**src/rtl/video_timing_gen.sv**
```systemverilog
// Raster timing source: h/v counters under an IDLE/RUN/STOP FSM, decoded into registered sync/DE/coords.
// Define VIDEO_TIMING_GEN_PATTERN_EN to add the diagonal-ramp test pattern on o_data (tied to 0 otherwise).
module video_timing_gen #(
   parameter int CNT_V_SIZE = 12,
   parameter int CNT_H_SIZE = 12,
   parameter int VSY        = 3,
   parameter int VBP        = 3,
   parameter int VAC        = 1080,
   parameter int VFP        = 3,
   parameter int HSY        = 1,
   parameter int HBP        = 3,
   parameter int HAC        = 1920,
   parameter int HFP        = 3,
   parameter int DATA_WIDTH = 8
) (
   input  logic                  clk,
   input  logic                  rstn,
   input  logic                  i_en,
   output logic                  o_vs,
   output logic                  o_hs,
   output logic                  o_de,
   output logic [CNT_H_SIZE-1:0] o_x,
   output logic [CNT_V_SIZE-1:0] o_y,
   output logic                  o_sof,
   output logic                  o_busy,
   output logic [15:0]           o_frame_cnt,
   output logic [DATA_WIDTH-1:0] o_data
);

   localparam int HTOT = HSY + HBP + HAC + HFP;
   localparam int VTOT = VSY + VBP + VAC + VFP;

   localparam logic [CNT_H_SIZE-1:0] H_LAST = CNT_H_SIZE'(HTOT - 1);
   localparam logic [CNT_H_SIZE-1:0] H_SY   = CNT_H_SIZE'(HSY);
   localparam logic [CNT_H_SIZE-1:0] H_A0   = CNT_H_SIZE'(HSY + HBP);
   localparam logic [CNT_H_SIZE-1:0] H_A1   = CNT_H_SIZE'(HSY + HBP + HAC);
   localparam logic [CNT_V_SIZE-1:0] V_LAST = CNT_V_SIZE'(VTOT - 1);
   localparam logic [CNT_V_SIZE-1:0] V_SY   = CNT_V_SIZE'(VSY);
   localparam logic [CNT_V_SIZE-1:0] V_A0   = CNT_V_SIZE'(VSY + VBP);
   localparam logic [CNT_V_SIZE-1:0] V_A1   = CNT_V_SIZE'(VSY + VBP + VAC);

   if (HTOT >= (2 ** CNT_H_SIZE)) begin : g_h_width_chk
      $error("video_timing_gen: HTOT does not fit in CNT_H_SIZE bits");
   end
   if (VTOT >= (2 ** CNT_V_SIZE)) begin : g_v_width_chk
      $error("video_timing_gen: VTOT does not fit in CNT_V_SIZE bits");
   end

   typedef enum logic [1:0] {IDLE, RUN, STOP} state_t;

   state_t                  state_q, state_d;
   logic [CNT_H_SIZE-1:0]   h_cnt_q, h_cnt_d;
   logic [CNT_V_SIZE-1:0]   v_cnt_q, v_cnt_d;
   logic [15:0]             frame_cnt_q, frame_cnt_d;
   logic                    vs_q, vs_d;
   logic                    hs_q, hs_d;
   logic                    de_q, de_d;
   logic [CNT_H_SIZE-1:0]   x_q, x_d;
   logic [CNT_V_SIZE-1:0]   y_q, y_d;
   logic                    sof_q, sof_d;
   logic                    busy_q, busy_d;
   logic                    running;
   logic                    frame_end;

   assign running   = (state_q != IDLE);
   assign frame_end = (h_cnt_q == H_LAST) && (v_cnt_q == V_LAST);

   // State register
   always_ff @(posedge clk) begin
      if (!rstn) state_q <= IDLE;
      else       state_q <= state_d;
   end

   // Next state: a frame is always finished; i_en only matters again at its last cycle
   always_comb begin
      state_d = state_q;
      case (state_q)
         IDLE: if (i_en) state_d = RUN;
         RUN: begin
            if (frame_end)  state_d = i_en ? RUN : IDLE;
            else if (!i_en) state_d = STOP;
         end
         STOP: if (frame_end) state_d = i_en ? RUN : IDLE;
         default: state_d = IDLE;
      endcase
   end

   // Counters and frame counter
   always_comb begin
      h_cnt_d     = '0;
      v_cnt_d     = '0;
      frame_cnt_d = frame_cnt_q;
      if (running) begin
         if (h_cnt_q == H_LAST) begin
            h_cnt_d = '0;
            v_cnt_d = (v_cnt_q == V_LAST) ? '0 : v_cnt_q + CNT_V_SIZE'(1);
         end else begin
            h_cnt_d = h_cnt_q + CNT_H_SIZE'(1);
            v_cnt_d = v_cnt_q;
         end
         if (frame_end) frame_cnt_d = frame_cnt_q + 16'd1;
      end
   end

   // Output decode, registered below
   always_comb begin
      hs_d   = running && (h_cnt_q < H_SY);
      vs_d   = running && (v_cnt_q < V_SY);
      de_d   = running && (h_cnt_q >= H_A0) && (h_cnt_q < H_A1)
                       && (v_cnt_q >= V_A0) && (v_cnt_q < V_A1);
      x_d    = de_d ? (h_cnt_q - H_A0) : '0;
      y_d    = de_d ? (v_cnt_q - V_A0) : '0;
      sof_d  = running && (h_cnt_q == '0) && (v_cnt_q == '0);
      busy_d = running;
   end

   always_ff @(posedge clk) begin
      if (!rstn) begin
         h_cnt_q     <= '0;
         v_cnt_q     <= '0;
         frame_cnt_q <= '0;
         vs_q        <= 1'b0;
         hs_q        <= 1'b0;
         de_q        <= 1'b0;
         x_q         <= '0;
         y_q         <= '0;
         sof_q       <= 1'b0;
         busy_q      <= 1'b0;
      end else begin
         h_cnt_q     <= h_cnt_d;
         v_cnt_q     <= v_cnt_d;
         frame_cnt_q <= frame_cnt_d;
         vs_q        <= vs_d;
         hs_q        <= hs_d;
         de_q        <= de_d;
         x_q         <= x_d;
         y_q         <= y_d;
         sof_q       <= sof_d;
         busy_q      <= busy_d;
      end
   end

`ifdef VIDEO_TIMING_GEN_PATTERN_EN
   logic [DATA_WIDTH-1:0] data_q, data_d;

   // Diagonal ramp: top 3 bits are x^y, the rest are the low bits of x
   always_comb begin
      data_d = '0;
      if (de_d) data_d = {x_d[2:0] ^ y_d[2:0], x_d[DATA_WIDTH-4:0]};
   end

   always_ff @(posedge clk) begin
      if (!rstn) data_q <= '0;
      else       data_q <= data_d;
   end

   assign o_data = data_q;
`else
   assign o_data = '0;
`endif

   assign o_vs        = vs_q;
   assign o_hs        = hs_q;
   assign o_de        = de_q;
   assign o_x         = x_q;
   assign o_y         = y_q;
   assign o_sof       = sof_q;
   assign o_busy      = busy_q;
   assign o_frame_cnt = frame_cnt_q;

endmodule

```
**config.mk**
```make
export PLATFORM = sky130hd
export DESIGN_NAME = video_timing_gen
export DESIGN_NICKNAME = d
export VERILOG_FILES = /design/src/rtl/video_timing_gen.sv
export SDC_FILE = /design/constraint.sdc
export NUM_CORES = 1
export LEC_CHECK = 0
export CAP_MARGIN = 10
export CORE_MARGIN = 1
export CORE_UTILIZATION = 50
export CTS_CLUSTER_DIAMETER = 120
export CTS_CLUSTER_SIZE = 20
export DETAILED_ROUTE_END_ITERATION = 8
export PLACE_DENSITY = 0.75
export SYNTH_ARGS = -nofsm -noshare
export SYNTH_HDL_FRONTEND = slang
export SYNTH_SLANG_ARGS = --single-unit
export TNS_END_PERCENT = 5
```
**constraint.sdc**
```tcl
create_clock -name clk -period 3.1 [get_ports clk]
set_clock_uncertainty 0.2 [all_clocks]
set_input_delay 0.775 -clock clk [delete_from_list [all_inputs] [get_ports clk]]
set_output_delay 0.775 -clock clk [all_outputs]
set_load 0.03 [all_outputs]
```
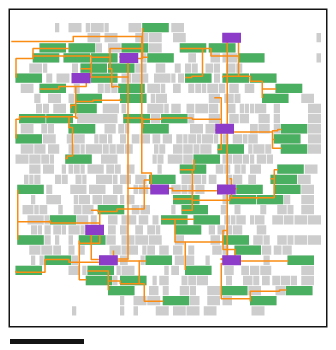
Figure 1: routed clock nets over the placement.
Scale bar: 20 µm.
[clock drivers] purple | count: 9
[clock wires] orange | length: 885 µm
[flip-flops] green | count: 71
routed clock nets: 10
Clock net power: 0.000736 W
clock network power share: 42.7%

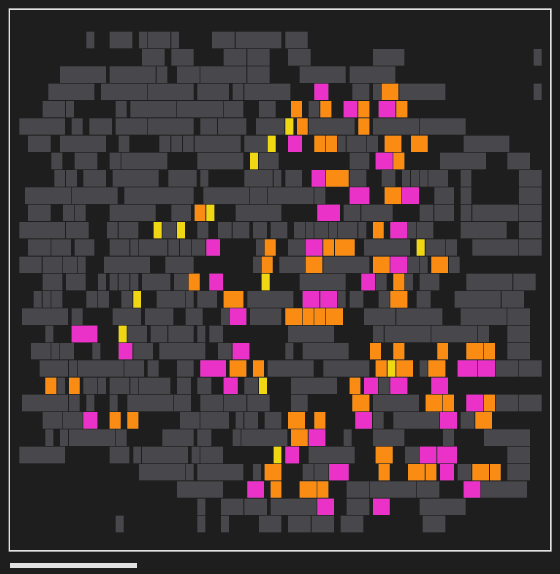
Figure 2: gate families picked out.
Scale bar: 20 µm.
[inverters] yellow | cells: 13 | most used: inv_1
[AND and OR gates] magenta | cells: 42 | most used: or4_1
[inverting AOI/OAI gates] orange | cells: 64 | most used: a21oi_1
non-filler instance count after layout: 513
most common logic cell in the routed design: sky130_fd_sc_hd__dfxtp_1
multi-input gate share of total cell area: 43.2%

==> COMMIT_EDITMSG <==
Record implementation results from latest flow run

- Area of the placeable core: 0.00649 mm²
* Critical path class: reg2reg
* Fraction of the yosys area taken by sequential cells: roughly two fifths
- Antenna diodes: 0
- The initialized floorplan defines 29 standard-cell rows.
* Startpoint of the worst register-to-register path: h_cnt_q[5]$_SDFF_PP0_
* Share of the cycle needed by the critical path after routing: a little under 90%
* Number of flip-flops in the largest register: 16
- Number of buffers on the longest clock path: 2
* Largest net degree at the start of global routing: 31
* Largest stage delay on the critical path: around 830 ps
- FF-to-FF End: v_cnt_q[7]$_SDFFE_PN0P_
* Synth warnings: 0
- Worst-path fanout max: 22
- Once the clock tree was built, the setup fixing pass inserted 0 buffers.
- Slowest library cell on the worst path: sky130_fd_sc_hd__or4_1
- Part of the power in registers: roughly 54%
- For this run, the detailed router reports a per-instance via density of about 5.7.
* Cell depth of the worst hold path: 1
- Clock transition at the registers of the reported paths: roughly 80 ps
- TritonCTS built the clock tree.
- Worst min-delay path class: reg2reg
* Share of final-layout standard cells stronger than drive strength 1: 7.11%
- Tally of unique sky130hd cells used after synthesis: between 40 and 50
- Per the detailed placement report, the placed cell area equals about 0.0039 mm².
- The leakage power in the latest report is ~1.5 nW.
* Clock H-tree levels: 3
- Largest power group: sequential cells
- Net switching is approximately a quarter of the power.
* DRT Wirelength: between 7000 and 8000 µm
* Vias post-DR: ~2.9k
- Final-stage net count: roughly 450
- The initial antenna violation count came to 0.
- Mean instance size in the synthesized netlist: around 8.7 µm²
- The routed design could run at a clock period as short as 2700 ps.
- The flow reported a cell area power density of 423 mW/mm².
* Routed metal-1 wire length: 3390 µm
* Share of synthesized registers carrying an async set or reset: 0%
* Cell count after synthesis: slightly below 400
- CTS placed an instance of sky130_fd_sc_hd__clkbuf_8 at the clock tree root.
- In the log, the iteration count for the first detailed-route pass is 7.
- HPWL reported at the end of detailed placement: 5100 µm
- Hold violation total from the final report: 0
- Final Max Tran Viols: 0
- For reference, the critical path is launched at h_cnt_q[5]$_SDFF_PP0_.
- Result of the run: finished, violations left
- Top routing layer in use: met4
- In this run the worst setup path terminates at v_cnt_q[7]$_SDFFE_PN0P_.
* Chip footprint: ~0.0072 mm²
- Overflow left after global routing: 0
- The final reports fail on design-rule violations.
- Final hold slack: about 270 ps
- Number of warning messages in the logs: 33
- Total number of cells along the worst setup path: 4
- STA lists the startpoint of the worst hold path as h_cnt_q[0]$_SDFF_PP0_.
* Starting Density: 53.0%
* Dominant delay contributor by cell family on the critical path: simple AND/OR/NAND/NOR gates
- Counting cells, the worst reg-to-reg path comes to 4.
- Number of gates resized after cts: 0
* Commonest non-fill, non-tap cells in the layout: 71 x sky130_fd_sc_hd__dfxtp_1, 47 x sky130_fd_sc_hd__clkdlybuf4s50_1, 28 x sky130_fd_sc_hd__nor3_1
- In this run, the number of DRC markers left after iteration 0 of detailed routing was between 150 and 200.
- Per report_power, the Combinational row totals 0.0000642 W.
- Chip area line of the yosys report: ~0.0034 mm²
* Routability congestion estimate: approximately 0.84
* Most used cell along the critical path: sky130_fd_sc_hd__or4_1
- Post-route design area: 0.00408 mm²
- Signal arrival time at the worst endpoint: about 2800 ps
- Die x size: around 85 µm
- Met3 layer wire length in the routed design: 273 µm
- In this run the layout overhead on the synthesized area is reported as 18.5%.
* Synthesized registers: roughly 70
- Total Routing Usage GR: 21.7%
- Cell internal pwr: about 0.0013 W
- Summed over all failing endpoints, the final setup total negative slack is 0 ps.
- The timing report notes that buffer and inverter cells on the critical path total 0.
- Post-detailed-route DRC marker count: 4
* Dominant register cell: sky130_fd_sc_hd__dfxtp_1
- Per the detail_route report, routed wire per instance is 14.3 µm.
- Number of enable flip-flop cells: 0
* Total met2 wirelength after detailed routing: 3530 µm
- Fmax: roughly 370 MHz
- R2R Setup Slk: 400 ps
* Worst hold path endpoint: h_cnt_q[0]$_SDFF_PP0_
* Max-cap check violation count: 0
- In this run, power in flip-flops and latches comes to about 0.00092 W.
- The required time at the worst endpoint is listed as about 3200 ps.
- The detailed placer reported the number of placed instances as between 400 and 500.
- Slew margin rel.: between 40% and 50%
- For this design, Yosys synthesis ends with a cell count of between 300 and 400.
- The analysis attributes to net switching a power of slightly above 0.0004 W.
* Via count of the first global-routing pass: 2587
* Power Total: 0.00172 W
- The final report lists the setup-violating endpoint count as 0.
- Crit. End Element: register
* Number of buffers added on ports: 47
* Routed Antenna Nets: 0
- The report lists the cells along the critical path as or3_4, or4_1, or4_1, a21oi_1.
- The report puts the hold buffer count at CTS at 0.
- Total I/O pin count: about 56
- Combinational cell fraction of total power: under 10%
* Worst setup SP type: register
- Setup repair after global routing left no endpoint under its margin.
- Wire length of the first global-routing pass: roughly 12000 µm
* Cell Area, Synth: around 0.0034 mm²
- The transition time recorded at the tightest slew-check pin is approximately 780 ps.
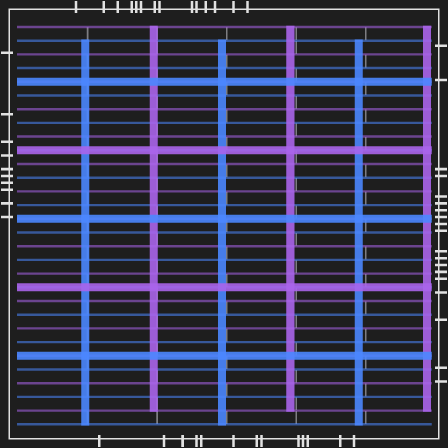
Figure 3: supply network.
Pins as bars on the die edge. Tap cells in grey.
[VSS] blue
[VDD] purple
signal pins: 56
rows: 29
peak ir drop on the vdd network: 0.326 mV
vertical die dimension: 85.0 µm

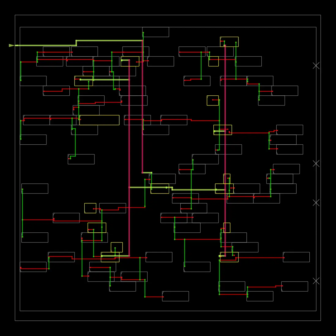
Figure 4: clock routing.
tally of clock buffers in the finished layout: 9
clock network latency to the later pin of the worst-skew pair: 360 ps
sink count of the clock tree: 71
Inserted Clock Buffers: 9

==> kinds of logic after synthesis <==
| kind of cell | after synthesis | synth area share [%] |
|---|---|---|
| AND-OR/OR-AND | 68 | 12.4 |
| XOR/XNOR | 23 | 5.85 |
| adder cells (fa/ha/maj) | 12 | 4.36 |
| buffers and inverters | 55 | 8.29 |
| flip-flops | 71 | 41.3 |
| multiplexers | 5 | 1.49 |
| other | 1 | 0.109 |
| AND/OR/NAND/NOR | 162 | 26.2 |
==> layout make-up <==
type / count / area [µm²]
clock buffer: 9 / 124
clock inverter: 7 / 73.8
fill: 522 / 2420
inverter: 13 / 48.8
multi-input combinational: 278 / 1760
sequential: 71 / 1420
tap: 77 / 96.3
timing repair buffer: 58 / 553
==> cell usage after synthesis, types with 2 or more instances <==
| library cell | n | share of area, % |
|---|---|---|
| sky130_fd_sc_hd__a211oi_1 | 2 | 0.44 |
| sky130_fd_sc_hd__a21oi_1 | 27 | 3.9 |
| sky130_fd_sc_hd__and2_1 | 2 | 0.36 |
| sky130_fd_sc_hd__and3_1 | 3 | 0.55 |
| sky130_fd_sc_hd__and4_1 | 4 | 1.0 |
| sky130_fd_sc_hd__buf_2 | 9 | 1.3 |
| sky130_fd_sc_hd__buf_4 | 12 | 2.6 |
| sky130_fd_sc_hd__buf_6 | 3 | 0.98 |
| sky130_fd_sc_hd__clkbuf_1 | 17 | 1.9 |
| sky130_fd_sc_hd__dfxtp_1 | 71 | 41 |
| sky130_fd_sc_hd__ha_1 | 12 | 4.4 |
| sky130_fd_sc_hd__inv_1 | 13 | 1.4 |
| sky130_fd_sc_hd__mux2i_1 | 4 | 1.2 |
| sky130_fd_sc_hd__nand2_1 | 26 | 2.8 |
| sky130_fd_sc_hd__nand2b_1 | 4 | 0.73 |
| sky130_fd_sc_hd__nand3_1 | 15 | 2.2 |
| sky130_fd_sc_hd__nand3b_1 | 2 | 0.44 |
| sky130_fd_sc_hd__nand4_1 | 12 | 2.2 |
| sky130_fd_sc_hd__nor2_1 | 22 | 2.4 |
| sky130_fd_sc_hd__nor3_1 | 28 | 4.1 |
| sky130_fd_sc_hd__nor4_1 | 8 | 1.5 |
| sky130_fd_sc_hd__o21ai_0 | 8 | 1.2 |
| sky130_fd_sc_hd__o21ai_1 | 2 | 0.29 |
| sky130_fd_sc_hd__o31ai_1 | 21 | 4.6 |
| sky130_fd_sc_hd__o41ai_1 | 2 | 0.51 |
| sky130_fd_sc_hd__or3_1 | 8 | 1.5 |
| sky130_fd_sc_hd__or4_1 | 22 | 4.8 |
| sky130_fd_sc_hd__xnor2_1 | 13 | 3.3 |
| sky130_fd_sc_hd__xor2_1 | 10 | 2.5 |
==> per-stage QoR <==
stage	worst slack, ps	utilization, %
3_3_place_gp	436	59.8
2_1_floorplan	770	-
6_report	398	62.8
3_5_place_dp	422	59.8
4_1_cts	394	62.8
5_1_grt	202	62.8
==> layer usage <==
| layer | vias up | global-route usage, % |
|---|---|---|
| li1 | 1487 | - |
| met1 | 1371 | 27.6 |
| met2 | 64 | 34.2 |
| met3 | 12 | 4.67 |
| met4 | 0 | 11.9 |
| met5 | - | 0 |
Power is estimated from default activity; no workload was simulated.
